Design fetch_sequencer_flat, sky130hd; sources not shown.
run_1/port_nets.png
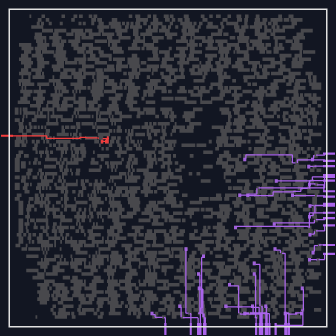
- purple: bus_deq_inst1 (bits 32; direction output; edge 17 bottom, 15 right; end cells 32; buffers 32; wire 1120 um)
- red: redirect_valid (bits 1; direction input; edge left; end cells 3; buffers 1; wire 79.9 um)
top-level port count: 234
PortBufs: 229

run_1/final_clocks.png
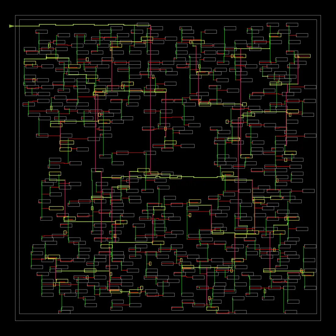
number of sinks driven by the clock tree: 459
clk_buf instances: 55
Clock Power: 4.27 mW

run_1/registers.png
The bar under the picture is 50 um long. Other sequential cells in the stronger grey, the rest of the logic in the fainter grey.
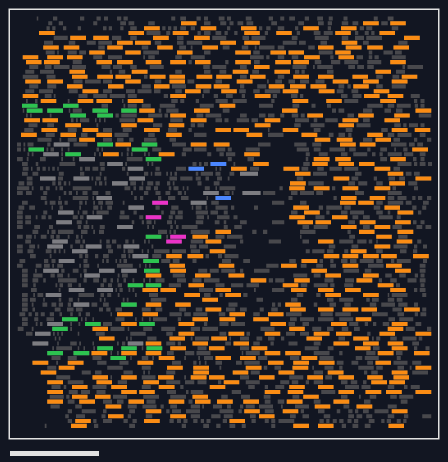
- blue: u_core/u_queue/count (placed flops 3)
- orange: u_core/u_queue/mem_r (placed flops 384; where all over the die)
- magenta: u_core/zero_cnt_r (placed flops 4)
- green: u_core/inflight_pc_r (placed flops 30)
- not coloured: 38
area used by sequential logic in the layout: 0.01149 sq mm
final core utilization: 49.77%
Seq group: 5.91 mW

==> commit_impl_results.txt, run 1 <==
Refresh implementation metrics

- Result of the run: finished clean
- For this design, Yosys synthesis ends with a cell count of roughly 1500.
* Worst setup EP type: output pin
* Die boundary height: approximately 240 um
- Worst hold-check path type: reg -> reg
- The chip area line in the Yosys stat output reads 0.02191 sq mm.
- Number of global-route vias before repair: between 15000 and 20000
- With fillers left out, the area of the finished cells amounts to 0.02689 sq mm.
* Area enclosed by the die boundary: between 0.05 and 0.06 sq mm
- Number of buffers inserted during clock tree synthesis: ~53
- Count of final hold-check violations: 0
- Post-detailed-route DRC marker count: 0
* Average wire per standard cell: ~23 um
* Final weighted congestion in routability-driven placement: 0.8244
* Worst hold margin: 472.0 ps
- Number of rows in the core area: between 80 and 90
- Fp_density: slightly above 40%
- The first routing iteration left 540 violations.
* Ranking of synthesized cells by area: dfrtp_1 52%, mux2_2 12%, mux2_4 11%, mux4_2 9.9%, nor2b_1 2.8%
* Worst reg2reg path depth: 14
- Final critical-path required period: around 3700 ps
* Log Warnings: 32
- Total overflow reported by the global router: 0
- The most used flip-flop cell after synthesis is dfrtp_1.
* Global-route wire length before repair: between 90000 and 100000 um
* # resized after CTS: 0
- Post-detailed-routing wire length: 57240 um
* Clock Latency Late Sink: approximately 600 ps
- Die X: 240.0 um
- Post-synthesis simple-gate area fraction: 8.355%
- Post-Synth AOI/OAI Area: 2.284%
- Combined area of all synthesized cells: around 0.022 sq mm
* Antenna violations before repair: 4
* Average instance area after synthesis: 14.65 sq um
- Yosys warning total: 6
* Endpoint required time on the critical path: between 3000 and 4000 ps
* Startpoint types: flop
- Area of the core region: around 0.054 sq mm
* Pwr per Cell Area: about 560 mW/mm^2
- Relative to the synthesized area, the layout overhead comes to 22.73%.
* DR vias/cell: ~5.3
* Root cell of the clock tree: clkbuf_16
- Count of vias placed by the detailed router: ~13000
* Number of distinct library cell variants in the gate-level netlist after synthesis: approximately 60
* Portion of netlist area occupied by mux cells: 32.88%
* Fraction of final layout cells with drive strength greater than 1: around 41%
- After layout, the setup clock skew is reported as approximately 8.5 ps.
- Cell taking the most area after synthesis: dfrtp_1
* Critical Path Fanout Max: 33
- Achievable clock frequency: 0.2703 GHz
- Transition time at the pin with the least slew margin: roughly 1000 ps
- The worst VDD IR drop from the latest analysis is roughly 0.00032 V.
* Tot GR Track Use: approximately 20%
==> run 1: cell usage in the layout, fill, tap and decap left out, types with 12 or more instances in the layout <==
cell / netlist / final
buf_4: 4 / 143
dfrtp_1: 459 / 457
mux4_2: 96 / 96
nand2_1: 120 / 120
nor2_1: 40 / 39
mux2_2: 225 / 225
nor4_1: 17 / 17
mux2_4: 161 / 161
nor2b_1: 99 / 99
clkdlybuf4s50_1: 0 / 128
nand3_1: 12 / 12
inv_1: 9 / 24
clkinv_1: 1 / 13
clkbuf_16: 0 / 55
buf_12: 0 / 31
==> run 1: cells by family after synthesis <==
group                      count (synthesis)
AOI/OAI and AO/OA                         66
buffers and inverters                    107
and+or+nand+nor                          351
muxes                                    491
DFF                                      459
xor gates and xnor gates                  10
other                                      1
adders and majority gates                 11
==> run 1: power breakdown <==
part / internal (mW) / switching [mW] / leakage, nW
clock: 2.47 / 1.80 / 0.863
sequential: 5.23 / 0.674 / 6.07
combinational: 2.00 / 2.81 / 5.86
total: 9.70 / 5.28 / 12.8
==> run 1: routing by layer <==
layer / vias to the layer above / global-route usage (%) / wire length (um)
met4: 2 / 4.882 / 988
met5: - / 0 / 12
li1: 5973 / - / -
met1: 7041 / 28.28 / 26410
met3: 68 / 3.590 / 2341
met2: 241 / 33.18 / 27480
==> run 1: per-stage QoR <==
stage	worst slack [ps]	power [mW]	util [%]	instances	TNS, ps
after floorplan	10.51	9.502	-	1505	0
after global placement	32.62	10.71	46.74	2408	0
after detailed placement	-19.76	10.84	46.74	2408	-220.6
after CTS	564.9	15.21	49.75	2504	0
after global routing	509.6	15.76	49.75	2504	0
final	600.2	14.98	49.77	2508	0
==> run 1: area by class of cell <==
cell class	instances	area, sq um
inverters	11	43.79
fillers	5362	27140
well taps	696	870.8
clock inverters	41	250.2
repair buffers	303	2990
clock buffers	55	1376
flip-flops and latches	459	11490
diodes	4	10.01
multi-input cells	939	9856
==> run 1: critical path, cell delays in order, from the launching register on <==
cell and delay (ps):
dfrtp_4 550, buf_4 520, mux4_2 300, nor2b_1 270, buf_4 350
==> run 2: changes to the inputs <==
--- a/config.mk
+++ b/config.mk
@@ -5,6 +5,7 @@
 export SDC_FILE = /design/constraint.sdc
 export NUM_CORES = 1
 export LEC_CHECK = 0
+export ABC_AREA = 1
 export CAP_MARGIN = 20
 export CELL_PAD_IN_SITES_DETAIL_PLACEMENT = 1
 export CELL_PAD_IN_SITES_GLOBAL_PLACEMENT = 1
run_2/drive_strength.png
The bar under the picture is 100 um long.
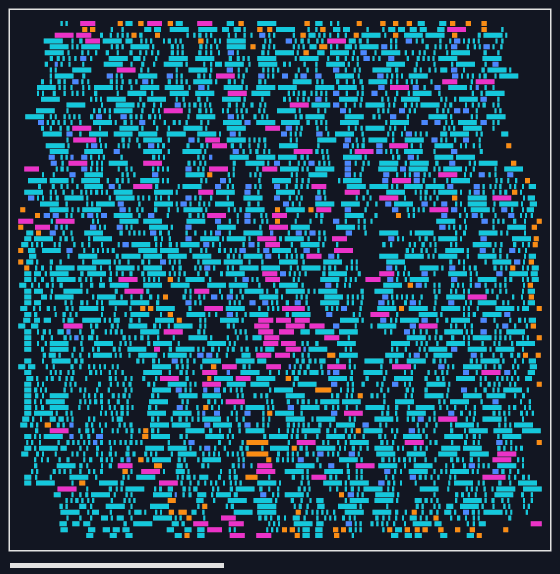
- orange: drive 3 to 4 (cells 114; share 3.4%)
- magenta: drive 6 and up (cells 113; share 3.4%)
- blue: drive 2 (cells 250; share 7.5%)
- cyan: drive 1 or less (cells 2875; share 86%)
area of all placed cells without fillers: 0.02857 sq mm
Setup WS post-layout: 257.0 ps
Area Growth Syn to Fin: 17.54%

==> commit_impl_results.txt, run 2 <==
Refresh implementation metrics

- Worst slack, placed: 270.6 ps (was -19.76 ps)
* Most frequent standard cell in the layout excluding fill and tap cells: nand2_1 (was dfrtp_1)
- The biggest area consumer among synthesized cells was dfrtp_1 (unchanged).
- The cell total after placement came to 4024 (was 2408).
- The capturing element type of the critical path was an output pin (unchanged).
* Clock Latency Late Sink: 600 ps (was 590 ps)
* Number of buffers inserted during clock tree synthesis: 54 (was 53)
- Ant. Diodes: 0 (was 4)
- Placed Area: 0.02691 sq mm (was 0.02525 sq mm)
* Result of the run: finished clean (unchanged)
- The post-route clock period utilization came to 94.02% (was 86.04%).
- # nets final: 3419 (was 1879)
* Achievable clock frequency: 0.2473 GHz (was 0.2703 GHz)
- Log Warnings: 34 (was 32)
- The post-synthesis area per instance is 7.721 sq um (was 14.65 sq um).
* Final HPWL DP: 45730 um (was 36910 um)
- Transition time at the pin with the least slew margin: 999.6 ps (was 1043 ps)
- The worst min-delay path class was reg -> reg (unchanged).
* Synthesis area per yosys: 0.02431 sq mm (was 0.02191 sq mm)
* Critical Path Fanout Max: 52 (was 33)
- Ys cells: 3148 (was 1496)
- Count of final hold-check violations: 0 (unchanged)
- Most frequent cells after synthesis: 1042 x nand2_1, 463 x nor2_1, 459 x dfrtp_1 (was 459 x dfrtp_1, 225 x mux2_2, 161 x mux2_4)
- Area of the core region: 0.05958 sq mm (was 0.05403 sq mm)
- Internal reg-to-reg setup slack: 1330 ps (was 1010 ps)
- Final weighted congestion in routability-driven placement: 0.8000 (was 0.8244)
- The clock period minus final worst setup slack was 4043 ps (was 3700 ps).
- The post-route non-filler standard cell count is 4125 (was 2508).
- The initial cell density of the core was 40.80% (was 40.55%).
- Setup repair after global routing missed its margin: false (unchanged)
- Post-detailed-route DRC marker count: 0 (unchanged)
- Combined area of all synthesized cells: 0.02431 sq mm (was 0.02191 sq mm)
- The combined global-route utilization of all metal layers is 22.34% (was 20.27%).
* Number of distinct library cell variants in the gate-level netlist after synthesis: 34 (was 60)
- The sum of overflow across all layers after global routing was 0 (unchanged).
* DR vias/cell: 4.940 (was 5.313)
* Max IR drop VDD: 0.0005912 V (was 0.0003243 V)
* Startpoint types: flop (unchanged)
* Number of sinks driven by the clock tree: 459 (unchanged)
- Area enclosed by the die boundary: 0.06376 sq mm (was 0.05762 sq mm)
- Area used by sequential logic in the layout: 0.01149 sq mm (unchanged)
- Ranking of synthesized cells by area: dfrtp_1 47%, nand2_1 16%, o21ai_2 8.3%, nor2_1 7.1%, inv_1 5.3% (was dfrtp_1 52%, mux2_2 12%, mux2_4 11%, mux4_2 9.9%, nor2b_1 2.8%).
- Number of nets with antenna violations after detailed routing: 0 (unchanged)
* Fin Setup TNS: 0 ps (unchanged)
- The number of global-route vias before repair is 21870 (was 15040).
* Antenna violations before repair: 0 (was 4)
- The flip-flop and latch count after synthesis came to 459 (unchanged).
- The cell at the root of the clock tree is clkbuf_16 (unchanged).
- The number of H-tree branching levels came to 2 (unchanged).
- The number of top-level pins is 234 (unchanged).
- The violation tally from detailed-route iteration zero was 748 (was 540).
- The height of the die was 252.5 um (was 240.0 um).
- The required time of the critical path was 3220 ps (about the same).
- Fraction of final layout cells with drive strength greater than 1: 14.23% (was 41.32%)
- Maximum buffer depth of the clock tree: 3 (unchanged)
- The width of the die was 252.5 um (was 240.0 um).
* Number of hold-repair buffers added at the cts stage: 0 (unchanged)
- Pwr per Cell Area: 686.0 mW/mm^2 (was 557.0 mW/mm^2)
- The most used flip-flop cell after synthesis is dfrtp_1 (unchanged).
- Number of enable flip-flop cells: 0 (unchanged)
- Most common logic cells in the final layout: 1042 x nand2_1, 463 x nor2_1, 457 x dfrtp_1 (was 457 x dfrtp_1, 225 x mux2_2, 161 x mux2_4).
- The count of warnings emitted by yosys came to 6 (unchanged).
- Count of max-cap constraint violations: 0 (unchanged)
- The standard-cell row count came to 89 (was 85).
- The first-pass GRT wire length came to 115200 um (was 90530 um).
- The number of port buffers came to 229 (unchanged).
- Worst reg2reg path depth: 18 (was 14)
* Worst clock skew on the final layout: 16.30 ps (was 8.461 ps)
* Final-layout fill cell count: 7262 (was 5362)
* Area of the multi-input gates: 0.01010 sq mm (was 0.009856 sq mm)
* # resized after CTS: 0 (unchanged)
run_2/metal_stack.png
The bar under the picture is 100 um long.
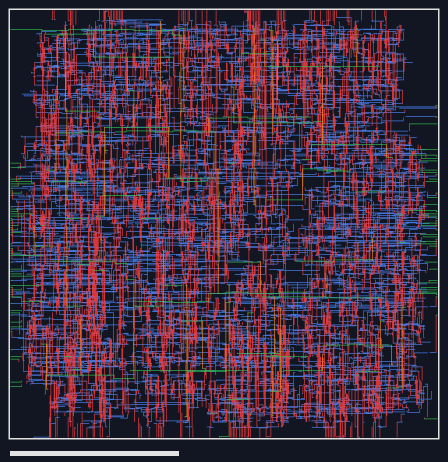
- blue: met1 (wire length 31.4 mm)
- red: met2 (wire length 35.6 mm)
- green: met3 (wire length 2090 um)
- orange: met4 (wire length 1720 um)
average wire per standard cell: 17.16 um
count of vias placed by the detailed router: 20380
post-detailed-routing wire length: 70790 um

run 2: cell types whose count changed after synthesis, sizes merged, moves of 50 or more:
cell / before / now
nand2: 124 / 1049
nor2: 40 / 473
o21ai: 10 / 431
mux2: 386 / 0
inv: 10 / 346
nor2b: 100 / 0
mux4: 96 / 0
a21oi: 7 / 98
buf: 66 / 147
nand3: 12 / 62
run 2: per-stage QoR:
step                      hold slack (ps)  util, %  power, mW
after floorplan                     449.0        -      12.82
after global placement              460.3    45.17      15.18
after detailed placement            458.3    45.17      15.41
after CTS                           474.4    47.96      19.87
after global routing                493.8    47.96      20.71
final                               465.8    47.96      19.60
run 2: final cells by class:
type,instances,area share [%]
multi-input cells,2164,35.35
repair buffers,281,10.66
clock buffers,55,4.817
well taps,773,3.385
clock inverters,46,0.9897
inverters,347,4.568
flip-flops and latches,459,40.23
run 2: cell families (layout without fill, tap and decap cells):
logic type	Yosys count	in the layout	synth area share [%]
flip-flops	459	459	47.25
XOR/XNOR	11	11	0.3964
AND/OR/NAND/NOR	1603	1603	25.72
adder cells (fa/ha/maj)	11	11	0.5971
other	1	4	0.01543
buffers and inverters	528	729	11.41
AND-OR/OR-AND	535	535	14.61
run 2: power breakdown:
part | internal (mW) | switching [mW]
Clock | 2.48 | 1.84
Sequential | 5.17 | 0.684
Combinational | 2.32 | 7.11
run 2: critical path, stage by stage, from the launching register on:
cell and delay (ps):
dfrtp_4 880, buf_4 560, nor2_1 110, nor2_1 120, nand2_1 60, a21oi_1 270, buf_4 350
run 2: per-layer routing:
metal  up-vias  GRT usage (%)  wire [um]  part of all wire, %
met4         0          5.801       1718                  2.4
met3       106          3.056       2088                  2.9
met2       259          40.48      35560                   50
li1      10030              -          -                    -
met5         -              0          0                    0
met1      9988          28.04      31420                   44
Power is estimated from default activity; no workload was simulated.
